run_1/layer_met2.png
(3 px per um) Cells faint in the background.
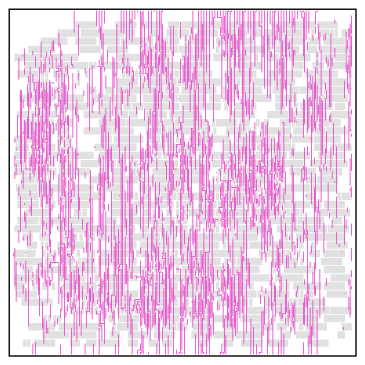
run_1/wires.png
(3 px per um) Only two layers are drawn.
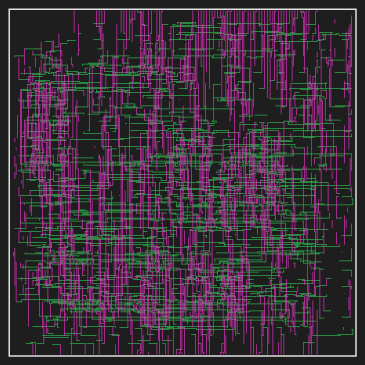
run_1/detail.png
Region (38, 38) to (78, 78) um. Cells in grey, sequential cells in the stronger grey; small squares are vias.
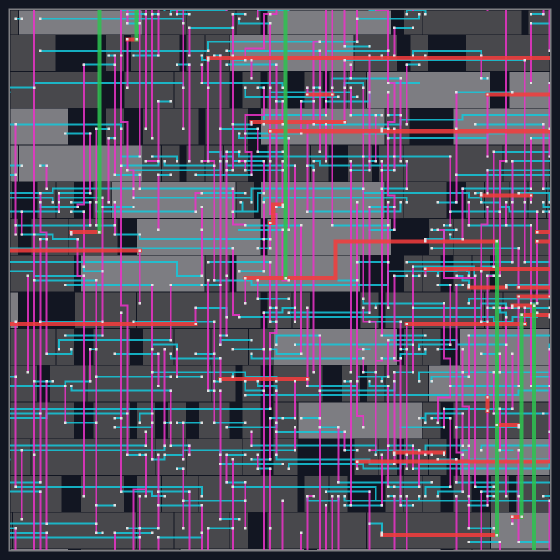
run_1/io_placement.png
(4 px per um) Pins as bars across the die edge, other pins in grey.
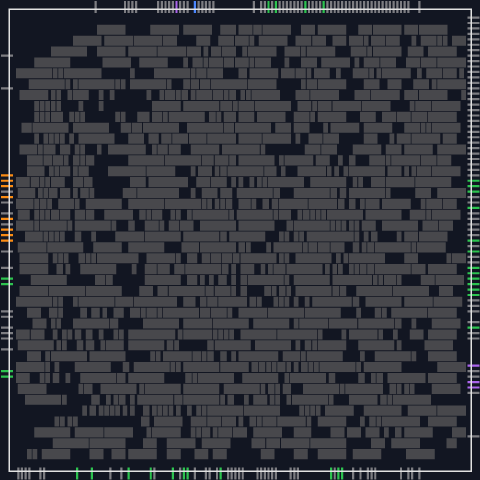
--- config.mk ---
export PLATFORM = sky130hd
export DESIGN_NAME = miss_handler_flat
export DESIGN_NICKNAME = d
export VERILOG_FILES = /design/src/rtl/miss_handler_pkg.sv /design/src/rtl/miss_handler_if.sv /design/src/rtl/miss_handler_victim_select.sv /design/src/rtl/miss_handler.sv /design/src/flat_wrapper.sv
export SDC_FILE = /design/constraint.sdc
export NUM_CORES = 1
export LEC_CHECK = 0
export ABC_AREA = 1
export ABC_CLOCK_PERIOD_IN_PS = 1400
export CAP_MARGIN = 40
export CORE_UTILIZATION = 39
export DETAILED_ROUTE_END_ITERATION = 6
export GPL_ROUTABILITY_DRIVEN = 0
export PLACE_DENSITY_LB_ADDON = 0.05
export SLEW_MARGIN = 20
export SYNTH_ARGS = -nofsm -noshare
export SYNTH_HDL_FRONTEND = slang
export SYNTH_SLANG_ARGS = --single-unit
--- constraint.sdc ---
create_clock -name clk -period 1.4 [get_ports clk]
set_input_delay 0.14 -clock clk [delete_from_list [all_inputs] [get_ports clk]]
set_output_delay 0.14 -clock clk [all_outputs]
set_load 0.1 [all_outputs]
--- src/rtl/miss_handler_pkg.sv ---
// Shared widths, state encoding and status-row helpers for the instruction-cache miss handler.
package miss_handler_pkg;

    localparam int TAG_BITS_WIDTH    = 8;
    localparam int SET_BITS_WIDTH    = 4;
    localparam int BLOCK_OFFSET_BITS = 4;
    localparam int NUM_BLOCKS        = 4;
    localparam int MEM_DATA_WIDTH    = 32;
    localparam int BEATS             = (2 ** BLOCK_OFFSET_BITS) * 8 / MEM_DATA_WIDTH;

    localparam int WAY_BITS      = 2;
    localparam int BEAT_BITS     = 2;
    localparam int ADDR_WIDTH    = TAG_BITS_WIDTH + SET_BITS_WIDTH + BLOCK_OFFSET_BITS;
    localparam int TA_ROW_WIDTH  = TAG_BITS_WIDTH * NUM_BLOCKS;
    localparam int SA_ROW_WIDTH  = 2 * NUM_BLOCKS;
    localparam int DA_ADDR_WIDTH = SET_BITS_WIDTH + WAY_BITS + BEAT_BITS;

    // Status row layout: each way owns a {use, valid} bit pair
    localparam int SA_VALID_BIT = 0;
    localparam int SA_USE_BIT   = 1;

    typedef enum logic [1:0] {
        ST_IDLE   = 2'b00,
        ST_REQ    = 2'b01,
        ST_FILL   = 2'b10,
        ST_UPDATE = 2'b11
    } mh_state_e;

    function automatic int sa_valid_idx(input int way);
        return 2 * way + SA_VALID_BIT;
    endfunction

    function automatic int sa_use_idx(input int way);
        return 2 * way + SA_USE_BIT;
    endfunction

    function automatic logic [TA_ROW_WIDTH-1:0] ta_row_insert(
        input logic [TA_ROW_WIDTH-1:0]   row,
        input logic [WAY_BITS-1:0]       way,
        input logic [TAG_BITS_WIDTH-1:0] tag
    );
        logic [TA_ROW_WIDTH-1:0] r;
        r = row;
        r[int'(way) * TAG_BITS_WIDTH +: TAG_BITS_WIDTH] = tag;
        return r;
    endfunction

endpackage

--- src/rtl/miss_handler_if.sv ---
// Tag-check, memory and array-write bundle of the miss handler.
// CRITICAL_WORD_FIRST_EN adds the forward-data outputs.
interface miss_handler_if;
    import miss_handler_pkg::*;

    logic                         i_valid;
    logic                         i_cache_hit;
    logic [TAG_BITS_WIDTH-1:0]    i_tag_bits;
    logic [SET_BITS_WIDTH-1:0]    i_set_bits;
    logic [BLOCK_OFFSET_BITS-1:0] i_block_offset_bits;
    logic [TA_ROW_WIDTH-1:0]      i_ta_data;
    logic [SA_ROW_WIDTH-1:0]      i_status_array_data;
    logic                         o_halt;
    logic                         o_mem_req_valid;
    logic [ADDR_WIDTH-1:0]        o_mem_req_addr;
    logic                         i_mem_req_ready;
    logic                         i_mem_rsp_valid;
    logic [MEM_DATA_WIDTH-1:0]    i_mem_rsp_data;
    logic                         o_da_wr_en;
    logic [DA_ADDR_WIDTH-1:0]     o_da_wr_addr;
    logic [MEM_DATA_WIDTH-1:0]    o_da_wr_data;
    logic                         o_ta_wr_en;
    logic [SET_BITS_WIDTH-1:0]    o_ta_wr_set;
    logic [TA_ROW_WIDTH-1:0]      o_ta_wr_data;
    logic                         o_sa_wr_en;
    logic [SET_BITS_WIDTH-1:0]    o_sa_wr_set;
    logic [SA_ROW_WIDTH-1:0]      o_sa_wr_data;
    logic                         o_done;
`ifdef CRITICAL_WORD_FIRST_EN
    logic                         o_fwd_valid;
    logic [MEM_DATA_WIDTH-1:0]    o_fwd_data;
`endif

    modport slave (
`ifdef CRITICAL_WORD_FIRST_EN
        output o_fwd_valid, output o_fwd_data,
`endif
        input  i_valid, input i_cache_hit, input i_tag_bits, input i_set_bits,
        input  i_block_offset_bits, input i_ta_data, input i_status_array_data,
        output o_halt, output o_mem_req_valid, output o_mem_req_addr,
        input  i_mem_req_ready, input i_mem_rsp_valid, input i_mem_rsp_data,
        output o_da_wr_en, output o_da_wr_addr, output o_da_wr_data,
        output o_ta_wr_en, output o_ta_wr_set, output o_ta_wr_data,
        output o_sa_wr_en, output o_sa_wr_set, output o_sa_wr_data,
        output o_done
    );

    modport master (
`ifdef CRITICAL_WORD_FIRST_EN
        input  o_fwd_valid, input o_fwd_data,
`endif
        output i_valid, output i_cache_hit, output i_tag_bits, output i_set_bits,
        output i_block_offset_bits, output i_ta_data, output i_status_array_data,
        input  o_halt, input o_mem_req_valid, input o_mem_req_addr,
        output i_mem_req_ready, output i_mem_rsp_valid, output i_mem_rsp_data,
        input  o_da_wr_en, input o_da_wr_addr, input o_da_wr_data,
        input  o_ta_wr_en, input o_ta_wr_set, input o_ta_wr_data,
        input  o_sa_wr_en, input o_sa_wr_set, input o_sa_wr_data,
        input  o_done
    );

endinterface

--- src/rtl/miss_handler_victim_select.sv ---
// Replacement choice for one set: first invalid way, else first not-recently-used way, else way 0,
// plus the status row to write back once that way is refilled.
module victim_select
    import miss_handler_pkg::*;
(
    input  logic [SA_ROW_WIDTH-1:0] status,
    output logic [WAY_BITS-1:0]     way,
    output logic [SA_ROW_WIDTH-1:0] status_next
);

    logic                inv_found_s;
    logic                unused_found_s;
    logic [WAY_BITS-1:0] inv_way_s;
    logic [WAY_BITS-1:0] unused_way_s;

    // Scan high-to-low so the lowest-index candidate is the one that survives
    always_comb begin
        inv_found_s    = 1'b0;
        unused_found_s = 1'b0;
        inv_way_s      = '0;
        unused_way_s   = '0;
        for (int w = NUM_BLOCKS - 1; w >= 0; w--) begin
            inv_found_s    = status[sa_valid_idx(w)] ? inv_found_s    : 1'b1;
            inv_way_s      = status[sa_valid_idx(w)] ? inv_way_s      : WAY_BITS'(w);
            unused_found_s = status[sa_use_idx(w)]   ? unused_found_s : 1'b1;
            unused_way_s   = status[sa_use_idx(w)]   ? unused_way_s   : WAY_BITS'(w);
        end
    end

    // Priority between the two scans
    always_comb begin
        way = '0;
        if (inv_found_s) begin
            way = inv_way_s;
        end else if (unused_found_s) begin
            way = unused_way_s;
        end else begin
            way = '0;
        end
    end

    // Mark the victim valid and used; once every way is used, only the victim keeps its use bit
    always_comb begin
        logic [SA_ROW_WIDTH-1:0] row_v;
        logic                    all_use_v;
        row_v     = status;
        all_use_v = 1'b1;
        for (int w = 0; w < NUM_BLOCKS; w++) begin
            row_v[sa_valid_idx(w)] = (WAY_BITS'(w) == way) ? 1'b1 : status[sa_valid_idx(w)];
            row_v[sa_use_idx(w)]   = (WAY_BITS'(w) == way) ? 1'b1 : status[sa_use_idx(w)];
        end
        for (int w = 0; w < NUM_BLOCKS; w++) begin
            all_use_v = all_use_v & row_v[sa_use_idx(w)];
        end
        for (int w = 0; w < NUM_BLOCKS; w++) begin
            row_v[sa_use_idx(w)] = (all_use_v && (WAY_BITS'(w) != way)) ? 1'b0 : row_v[sa_use_idx(w)];
        end
        status_next = row_v;
    end

endmodule

--- src/rtl/miss_handler.sv ---
// Cache miss handler: stall, fetch the block beat by beat, fill the data array, then write tag and status rows.
// Build option CRITICAL_WORD_FIRST_EN: fetch starts at the missed word and forwards it.
module miss_handler
    import miss_handler_pkg::*;
(
    input  logic          clk,
    input  logic          arst_n,
    miss_handler_if.slave bus
);

    mh_state_e                 state_r;
    logic [TAG_BITS_WIDTH-1:0] tag_r;
    logic [SET_BITS_WIDTH-1:0] set_r;
    logic [TA_ROW_WIDTH-1:0]   ta_r;
    logic [WAY_BITS-1:0]       way_r;
    logic [SA_ROW_WIDTH-1:0]   sa_next_r;
    logic [BEAT_BITS-1:0]      beat_r;
    logic [BEAT_BITS-1:0]      beats_seen_r;

    logic                      halt_r;
    logic                      req_valid_r;
    logic [ADDR_WIDTH-1:0]     req_addr_r;
    logic                      ta_wr_en_r;
    logic [SET_BITS_WIDTH-1:0] ta_wr_set_r;
    logic [TA_ROW_WIDTH-1:0]   ta_wr_data_r;
    logic                      sa_wr_en_r;
    logic [SET_BITS_WIDTH-1:0] sa_wr_set_r;
    logic [SA_ROW_WIDTH-1:0]   sa_wr_data_r;
    logic                      done_r;

    logic                      miss_s;
    logic                      rsp_fire_s;
    logic [BEAT_BITS-1:0]      first_beat_s;
    logic [WAY_BITS-1:0]       vs_way_s;
    logic [SA_ROW_WIDTH-1:0]   vs_status_s;
    logic [MEM_DATA_WIDTH-1:0] da_data_s;

    victim_select u_victim_select (
        .status      (bus.i_status_array_data),
        .way         (vs_way_s),
        .status_next (vs_status_s)
    );

    assign miss_s     = bus.i_valid & ~bus.i_cache_hit;
    assign rsp_fire_s = (state_r == ST_FILL) & bus.i_mem_rsp_valid;

`ifdef CRITICAL_WORD_FIRST_EN
    assign first_beat_s = bus.i_block_offset_bits[BLOCK_OFFSET_BITS-1 -: BEAT_BITS];
`else
    assign first_beat_s = 2'b00;
`endif

    // Miss sequencing: capture, request, count beats, then a single tag/status update cycle
    always_ff @(posedge clk or negedge arst_n) begin
        if (!arst_n) begin
            state_r      <= ST_IDLE;
            tag_r        <= '0;
            set_r        <= '0;
            ta_r         <= '0;
            way_r        <= '0;
            sa_next_r    <= '0;
            beat_r       <= '0;
            beats_seen_r <= '0;
            halt_r       <= 1'b0;
            req_valid_r  <= 1'b0;
            req_addr_r   <= '0;
            ta_wr_en_r   <= 1'b0;
            ta_wr_set_r  <= '0;
            ta_wr_data_r <= '0;
            sa_wr_en_r   <= 1'b0;
            sa_wr_set_r  <= '0;
            sa_wr_data_r <= '0;
            done_r       <= 1'b0;
        end else begin
            ta_wr_en_r <= 1'b0;
            sa_wr_en_r <= 1'b0;
            done_r     <= 1'b0;
            case (state_r)
                ST_IDLE: begin
                    if (miss_s) begin
                        tag_r        <= bus.i_tag_bits;
                        set_r        <= bus.i_set_bits;
                        ta_r         <= bus.i_ta_data;
                        way_r        <= vs_way_s;
                        sa_next_r    <= vs_status_s;
                        beat_r       <= first_beat_s;
                        beats_seen_r <= '0;
                        req_addr_r   <= {bus.i_tag_bits, bus.i_set_bits, first_beat_s, 2'b00};
                        req_valid_r  <= 1'b1;
                        halt_r       <= 1'b1;
                        state_r      <= ST_REQ;
                    end else begin
                        state_r <= ST_IDLE;
                    end
                end
                ST_REQ: begin
                    if (bus.i_mem_req_ready) begin
                        req_valid_r <= 1'b0;
                        state_r     <= ST_FILL;
                    end else begin
                        state_r <= ST_REQ;
                    end
                end
                ST_FILL: begin
                    if (bus.i_mem_rsp_valid) begin
                        beat_r       <= beat_r + 2'd1;
                        beats_seen_r <= beats_seen_r + 2'd1;
                        if (beats_seen_r == 2'(BEATS - 1)) begin
                            // Status goes out last so an aborted refill never marks the way valid
                            ta_wr_en_r   <= 1'b1;
                            ta_wr_set_r  <= set_r;
                            ta_wr_data_r <= ta_row_insert(ta_r, way_r, tag_r);
                            sa_wr_en_r   <= 1'b1;
                            sa_wr_set_r  <= set_r;
                            sa_wr_data_r <= sa_next_r;
                            done_r       <= 1'b1;
                            state_r      <= ST_UPDATE;
                        end else begin
                            state_r <= ST_FILL;
                        end
                    end else begin
                        state_r <= ST_FILL;
                    end
                end
                ST_UPDATE: begin
                    halt_r  <= 1'b0;
                    state_r <= ST_IDLE;
                end
                default: begin
                    halt_r      <= 1'b0;
                    req_valid_r <= 1'b0;
                    state_r     <= ST_IDLE;
                end
            endcase
        end
    end

    // Data-array write follows the response beat in the same cycle
    always_comb begin
        da_data_s = '0;
        if (rsp_fire_s) begin
            da_data_s = bus.i_mem_rsp_data;
        end else begin
            da_data_s = '0;
        end
    end

    assign bus.o_halt          = halt_r;
    assign bus.o_mem_req_valid = req_valid_r;
    assign bus.o_mem_req_addr  = req_addr_r;
    assign bus.o_da_wr_en      = rsp_fire_s;
    assign bus.o_da_wr_addr    = {set_r, way_r, beat_r};
    assign bus.o_da_wr_data    = da_data_s;
    assign bus.o_ta_wr_en      = ta_wr_en_r;
    assign bus.o_ta_wr_set     = ta_wr_set_r;
    assign bus.o_ta_wr_data    = ta_wr_data_r;
    assign bus.o_sa_wr_en      = sa_wr_en_r;
    assign bus.o_sa_wr_set     = sa_wr_set_r;
    assign bus.o_sa_wr_data    = sa_wr_data_r;
    assign bus.o_done          = done_r;

`ifdef CRITICAL_WORD_FIRST_EN
    logic fwd_valid_s;
    assign fwd_valid_s     = rsp_fire_s & (beats_seen_r == 2'd0);
    assign bus.o_fwd_valid = fwd_valid_s;
    assign bus.o_fwd_data  = fwd_valid_s ? bus.i_mem_rsp_data : '0;
`endif

endmodule
--- src/flat_wrapper.sv ---
// flat-port wrapper written by rule: the top's interface ports become plain ports
module miss_handler_flat import miss_handler_pkg::*;
  (clk, arst_n, bus_i_valid, bus_i_cache_hit, bus_i_tag_bits, bus_i_set_bits, bus_i_block_offset_bits, bus_i_ta_data, bus_i_status_array_data, bus_o_halt, bus_o_mem_req_valid, bus_o_mem_req_addr, bus_i_mem_req_ready, bus_i_mem_rsp_valid, bus_i_mem_rsp_data, bus_o_da_wr_en, bus_o_da_wr_addr, bus_o_da_wr_data, bus_o_ta_wr_en, bus_o_ta_wr_set, bus_o_ta_wr_data, bus_o_sa_wr_en, bus_o_sa_wr_set, bus_o_sa_wr_data, bus_o_done);
  miss_handler_if bus_i ();
  input  logic clk;
  input  logic arst_n;
  input wire logic [$bits(bus_i.i_valid)-1:0] bus_i_valid;
  input wire logic [$bits(bus_i.i_cache_hit)-1:0] bus_i_cache_hit;
  input wire logic [$bits(bus_i.i_tag_bits)-1:0] bus_i_tag_bits;
  input wire logic [$bits(bus_i.i_set_bits)-1:0] bus_i_set_bits;
  input wire logic [$bits(bus_i.i_block_offset_bits)-1:0] bus_i_block_offset_bits;
  input wire logic [$bits(bus_i.i_ta_data)-1:0] bus_i_ta_data;
  input wire logic [$bits(bus_i.i_status_array_data)-1:0] bus_i_status_array_data;
  output wire logic [$bits(bus_i.o_halt)-1:0] bus_o_halt;
  output wire logic [$bits(bus_i.o_mem_req_valid)-1:0] bus_o_mem_req_valid;
  output wire logic [$bits(bus_i.o_mem_req_addr)-1:0] bus_o_mem_req_addr;
  input wire logic [$bits(bus_i.i_mem_req_ready)-1:0] bus_i_mem_req_ready;
  input wire logic [$bits(bus_i.i_mem_rsp_valid)-1:0] bus_i_mem_rsp_valid;
  input wire logic [$bits(bus_i.i_mem_rsp_data)-1:0] bus_i_mem_rsp_data;
  output wire logic [$bits(bus_i.o_da_wr_en)-1:0] bus_o_da_wr_en;
  output wire logic [$bits(bus_i.o_da_wr_addr)-1:0] bus_o_da_wr_addr;
  output wire logic [$bits(bus_i.o_da_wr_data)-1:0] bus_o_da_wr_data;
  output wire logic [$bits(bus_i.o_ta_wr_en)-1:0] bus_o_ta_wr_en;
  output wire logic [$bits(bus_i.o_ta_wr_set)-1:0] bus_o_ta_wr_set;
  output wire logic [$bits(bus_i.o_ta_wr_data)-1:0] bus_o_ta_wr_data;
  output wire logic [$bits(bus_i.o_sa_wr_en)-1:0] bus_o_sa_wr_en;
  output wire logic [$bits(bus_i.o_sa_wr_set)-1:0] bus_o_sa_wr_set;
  output wire logic [$bits(bus_i.o_sa_wr_data)-1:0] bus_o_sa_wr_data;
  output wire logic [$bits(bus_i.o_done)-1:0] bus_o_done;
  assign bus_i.i_valid = bus_i_valid;
  assign bus_i.i_cache_hit = bus_i_cache_hit;
  assign bus_i.i_tag_bits = bus_i_tag_bits;
  assign bus_i.i_set_bits = bus_i_set_bits;
  assign bus_i.i_block_offset_bits = bus_i_block_offset_bits;
  assign bus_i.i_ta_data = bus_i_ta_data;
  assign bus_i.i_status_array_data = bus_i_status_array_data;
  assign bus_o_halt = bus_i.o_halt;
  assign bus_o_mem_req_valid = bus_i.o_mem_req_valid;
  assign bus_o_mem_req_addr = bus_i.o_mem_req_addr;
  assign bus_i.i_mem_req_ready = bus_i_mem_req_ready;
  assign bus_i.i_mem_rsp_valid = bus_i_mem_rsp_valid;
  assign bus_i.i_mem_rsp_data = bus_i_mem_rsp_data;
  assign bus_o_da_wr_en = bus_i.o_da_wr_en;
  assign bus_o_da_wr_addr = bus_i.o_da_wr_addr;
  assign bus_o_da_wr_data = bus_i.o_da_wr_data;
  assign bus_o_ta_wr_en = bus_i.o_ta_wr_en;
  assign bus_o_ta_wr_set = bus_i.o_ta_wr_set;
  assign bus_o_ta_wr_data = bus_i.o_ta_wr_data;
  assign bus_o_sa_wr_en = bus_i.o_sa_wr_en;
  assign bus_o_sa_wr_set = bus_i.o_sa_wr_set;
  assign bus_o_sa_wr_data = bus_i.o_sa_wr_data;
  assign bus_o_done = bus_i.o_done;
  miss_handler u_core (.clk(clk), .arst_n(arst_n), .bus(bus_i));
endmodule
==> results.yml, run 1 <==
# generated from flow reports
outcome:
  status: "finished with violations"
  violations: "negative setup slack"
power_and_ir_drop:
  power_report.internal_total_mw: 11.7
  power_per_cell_area_nw_per_um2: 2570
  irDropWorstVdd_mv: 1.96
  switchingPower_mw: 13.1
layout:
  flow.area_growth_from_synthesis_pct: 93.2
  fillers: 771
  combAreaFraction_pct: 23.0
  comb_area_um2: 2210
  finalCoreUtilization_pct: 78.6
  signal_buffers: 260
  dominant_cells: "buffers"
  fraction_of_final_layout_cells_sized_beyond_drive_strength_1_pct: 32.5
  antenna_diode_count: 0
  area.share.sequential_pct: 28.0
  storage_element_area_um2: 2700
  layout_top_cell_excl_fill_tap: "nand2_1"
floorplan:
  fp-row-count: 40
  design.core.area_um2: 12300
  die_area_um2: 13300
logic_synthesis:
  post_synth_num_cell_types: 28
  top_flip_flop_cell_by_instance_count_after_synthesis: "dfrtp_1"
  post-synth-top-area-cell: "dfrtp_1"
  ys_cells: 629
  netlist_top_cells_area: "dfrtp_1 (54%), nand2_1 (17%), inv_1 (5.9%)"
  combined_area_of_all_synthesized_cells_um2: 4990
  synth.yosys.warnings: 0
  area_share_top_type_pct: 53.7
  yosys-stat-area_um2: 4990
  synthesis.area_per_instance_um2: 7.93
  synth-edff-count: 0
worst_setup_path:
  critPathKind: "register to output port"
  crit_start: "u_core.state_r[0]"
  crit_path_launch_type: "register"
  worstReg2RegEnd: "u_core.bus.o_ta_wr_data[11]"
sta:
  final_setup_skew_ps: 15.1
  finalSetupViolations: 79
  maxSlewViolCount: 0
  setup_ws_ps: -287
route:
  drtAntennaViolNets: 0
  routed.top_layer: "met4"
  drt-vias-per-instance: 4.98
  dr_wl_met3_mm: 1.47
clocking:
  clkTransAtPathRegs_ps: 70
  cts_hold_buf: 1
  clk-insertion-delay-late_ps: 350
  max-clock-path-buffers: 2
  numCtsBuffers: 9
  cts_tree: "built"
placed_design:
  dp_hpwl_mm: 11.8
grt:
  grt_max_degree: 60
  grt_first_pass_wirelength_mm: 26.4
  number_of_global_route_vias_before_repair: 5226
## Picture notes: layer_met2.png
longest straight run: 51.0 um
main direction: vertical
share of all routed wire: 52%
wire length on this layer: 9150 um
Routed WL: 17.7 mm
total number of vias: 5169
global routing usage on met2: 44.9%

## Picture notes: wires.png
legend:
  metal 1:
    colour: green
    wire_length: 6680 um
  metal 2:
    colour: magenta
    wire_length: 9150 um
wire length per cell: 17.1 um
overall routing resource usage: 26.0%

## Picture notes: detail.png
legend:
  metal 1:
    colour: cyan
  metal 3:
    colour: red
  metal 2:
    colour: magenta
  metal 4:
    colour: green
most frequent: nand2_1 (36), dfrtp_1 (18), nor2_1 (12)
netlist names of flops here include: u_core.ta_r (12), u_core.bus.o_ta_wr_data (5)
sequential cells in the window: 18
cells with their middle in the window: 133

## Picture notes: io_placement.png
legend:
  bus_o_ta_wr_data:
    colour: green
    pins: 32
    direction: output
    edge: 13 right, 11 bottom, 4 top, 4 left
  bus_o_sa_wr_set:
    colour: purple
    pins: 4
    direction: output
    edge: 3 right, 1 top
  bus_i_mem_req_ready:
    colour: blue
    pins: 1
    direction: input
    edge: top
  bus_i_status_array_data:
    colour: orange
    pins: 8
    direction: input
    edge: left
all pins by edge: 66 right, 63 top, 49 bottom, 26 left
Die H: 115 um
Port Buffers: 195
die outline width: 115 um

## run 1: cell families after synthesis
logic type | share of synthesized area [%]
fa+ha+maj | 1.50
flops | 53.7
compound gates | 10.2
simple gates | 23.3
other cells | 0.0752
buf+inv | 11.2
## run 1: stage by stage
stage               instance area, um^2  TNS [ps]  power [mW]  std cells  hold slack [ps]
floorplan                          5350     -9560        15.2        632             -156
global placement                   8670     -4020        21.0        997             56.9
detailed placement                 8670     -6440        21.3        997             54.8
CTS                                9380    -12880        24.4       1028              221
global route                       9640    -23260        25.7       1038              180
finish                             9640    -17390        24.8       1038              182
## run 1: critical path, cell delays in order (launching register included)
cell       delay [ps]
dfrtp_1           420
nor2_4            180
nand2_4           120
clkbuf_16         200
nor2_4            100
buf_12            180
==> run 2: changes to the inputs <==
--- a/config.mk
+++ b/config.mk
@@ -11,7 +11,7 @@
 export CORE_UTILIZATION = 39
 export DETAILED_ROUTE_END_ITERATION = 6
 export GPL_ROUTABILITY_DRIVEN = 0
-export PLACE_DENSITY_LB_ADDON = 0.05
+export PLACE_DENSITY = 0.87
 export SLEW_MARGIN = 20
 export SYNTH_ARGS = -nofsm -noshare
 export SYNTH_HDL_FRONTEND = slang
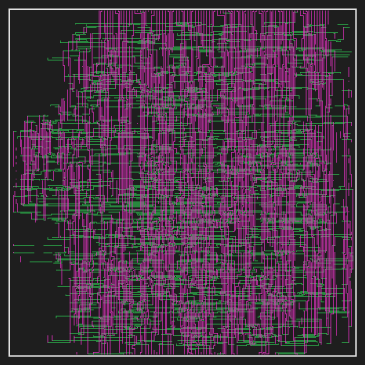
run_2/wires.png
(3 px per um) Only two layers are drawn.
legend:
  metal 1:
    colour: green
    wire_length: 8790 um
  metal 2:
    colour: magenta
    wire_length: 13300 um
Routed WL: 27.5 mm
total number of vias: 6100
overall routing resource usage: 33.8%

==> results.yml, run 2 <==
# generated from flow reports
outcome:
  status: "finished with violations"
  violations: "negative setup slack"
clocking:
  max-clock-path-buffers: 2
  clkTransAtPathRegs_ps: 80
  clk-insertion-delay-late_ps: 370
  cts_hold_buf: 1
  numCtsBuffers: 9
worst_setup_path:
  worst-path-stages: 9
  critPathKind: "register to register"
  path_common_cell: "nand2_8"
  worst_path_max_delay_cell: "dfrtp_1"
  worst_path_cell_chain: "inv_2 > nor2_4 > nand2_8 > buf_6 > inv_8 > buf_12 > nand2_8 > buf_16 > o21ai_4"
logic_synthesis:
  post_synth_num_cell_types: 28
  top_flip_flop_cell_by_instance_count_after_synthesis: "dfrtp_1"
  post-synth-top-area-cell: "dfrtp_1"
  combined_area_of_all_synthesized_cells_um2: 4990
  synth-edff-count: 0
  yosys-stat-area_um2: 4990
  netlist_top_cells_area: "dfrtp_1 (54%), nand2_1 (17%), inv_1 (5.9%)"
  ys_cells: 629
layout:
  antenna_diode_count: 1
  signal_buffers: 262
  fraction_of_final_layout_cells_sized_beyond_drive_strength_1_pct: 45.5
  design_area_um2: 10500
  dominant_cells: "buffers"
grt:
  grt_first_pass_wirelength_mm: 33.2
  gr-usage-met2_pct: 57.9
  grt_max_degree: 32
floorplan:
  fp-row-count: 40
  design.core.area_um2: 12300
  die_area_um2: 13300
placed_design:
  dp_hpwl_mm: 12.2
sta:
  setup_ws_ps: -436
  finalSetupViolations: 109
  maxSlewViolCount: 0
route:
  dr_wl_met3_mm: 2.84
power_and_ir_drop:
  irDropWorstVdd_mv: 1.45
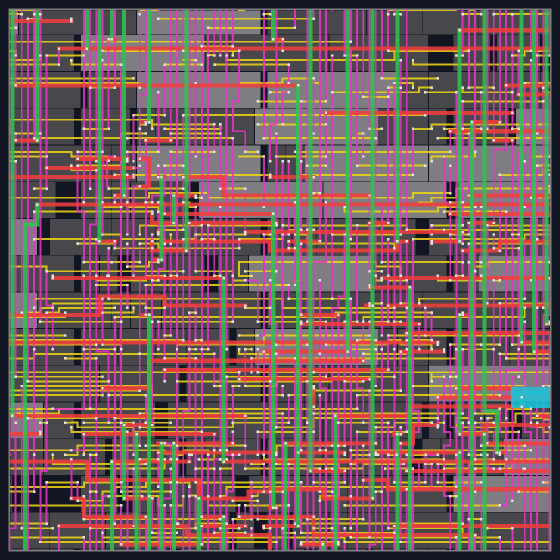
run_2/detail.png
Region (38, 38) to (78, 78) um. Cells in grey, sequential cells in the stronger grey; small squares are vias.
legend:
  metal 1:
    colour: yellow
  metal 2:
    colour: magenta
  metal 4:
    colour: green
  metal 5:
    colour: cyan
  metal 3:
    colour: red
most frequent: dfrtp_1 (15), nand2_1 (14), buf_12 (14)
netlist names of flops here include: u_core.ta_r (7), u_core.bus.o_ta_wr_data (5), u_core.beat_r (2)
cells with their middle in the window: 130
sequential cells in the window: 16

run 2: cell counts after synthesis:
No cell type changed its count.
run 2: logic make-up (layout without fill, tap and decap cells):
family | count (synthesis) | count (layout) | share of synthesized area [%]
adders and majority gates | 6 | 6 | 1.50
and+or+nand+nor | 298 | 299 | 23.3
other | 1 | 5 | 0.0752
buffers and inverters | 121 | 360 | 11.2
DFF | 107 | 107 | 53.7
AOI/OAI and AO/OA | 96 | 96 | 10.2
run 2: per-stage QoR:
step                      total power [mW]  TNS (ps)  hold WS [ps]  std cells  setup WS, ps
after floorplan                       15.2     -9560          -156        632          -187
after global placement                21.0     -1440           117        994          -218
after detailed placement              21.3     -5940           123        994          -328
after CTS                             25.3    -19910           295       1036          -310
after global routing                  28.3    -30870           191       1040          -470
final                                 27.8    -26630           154       1041          -436
Power is estimated from default activity; no workload was simulated.
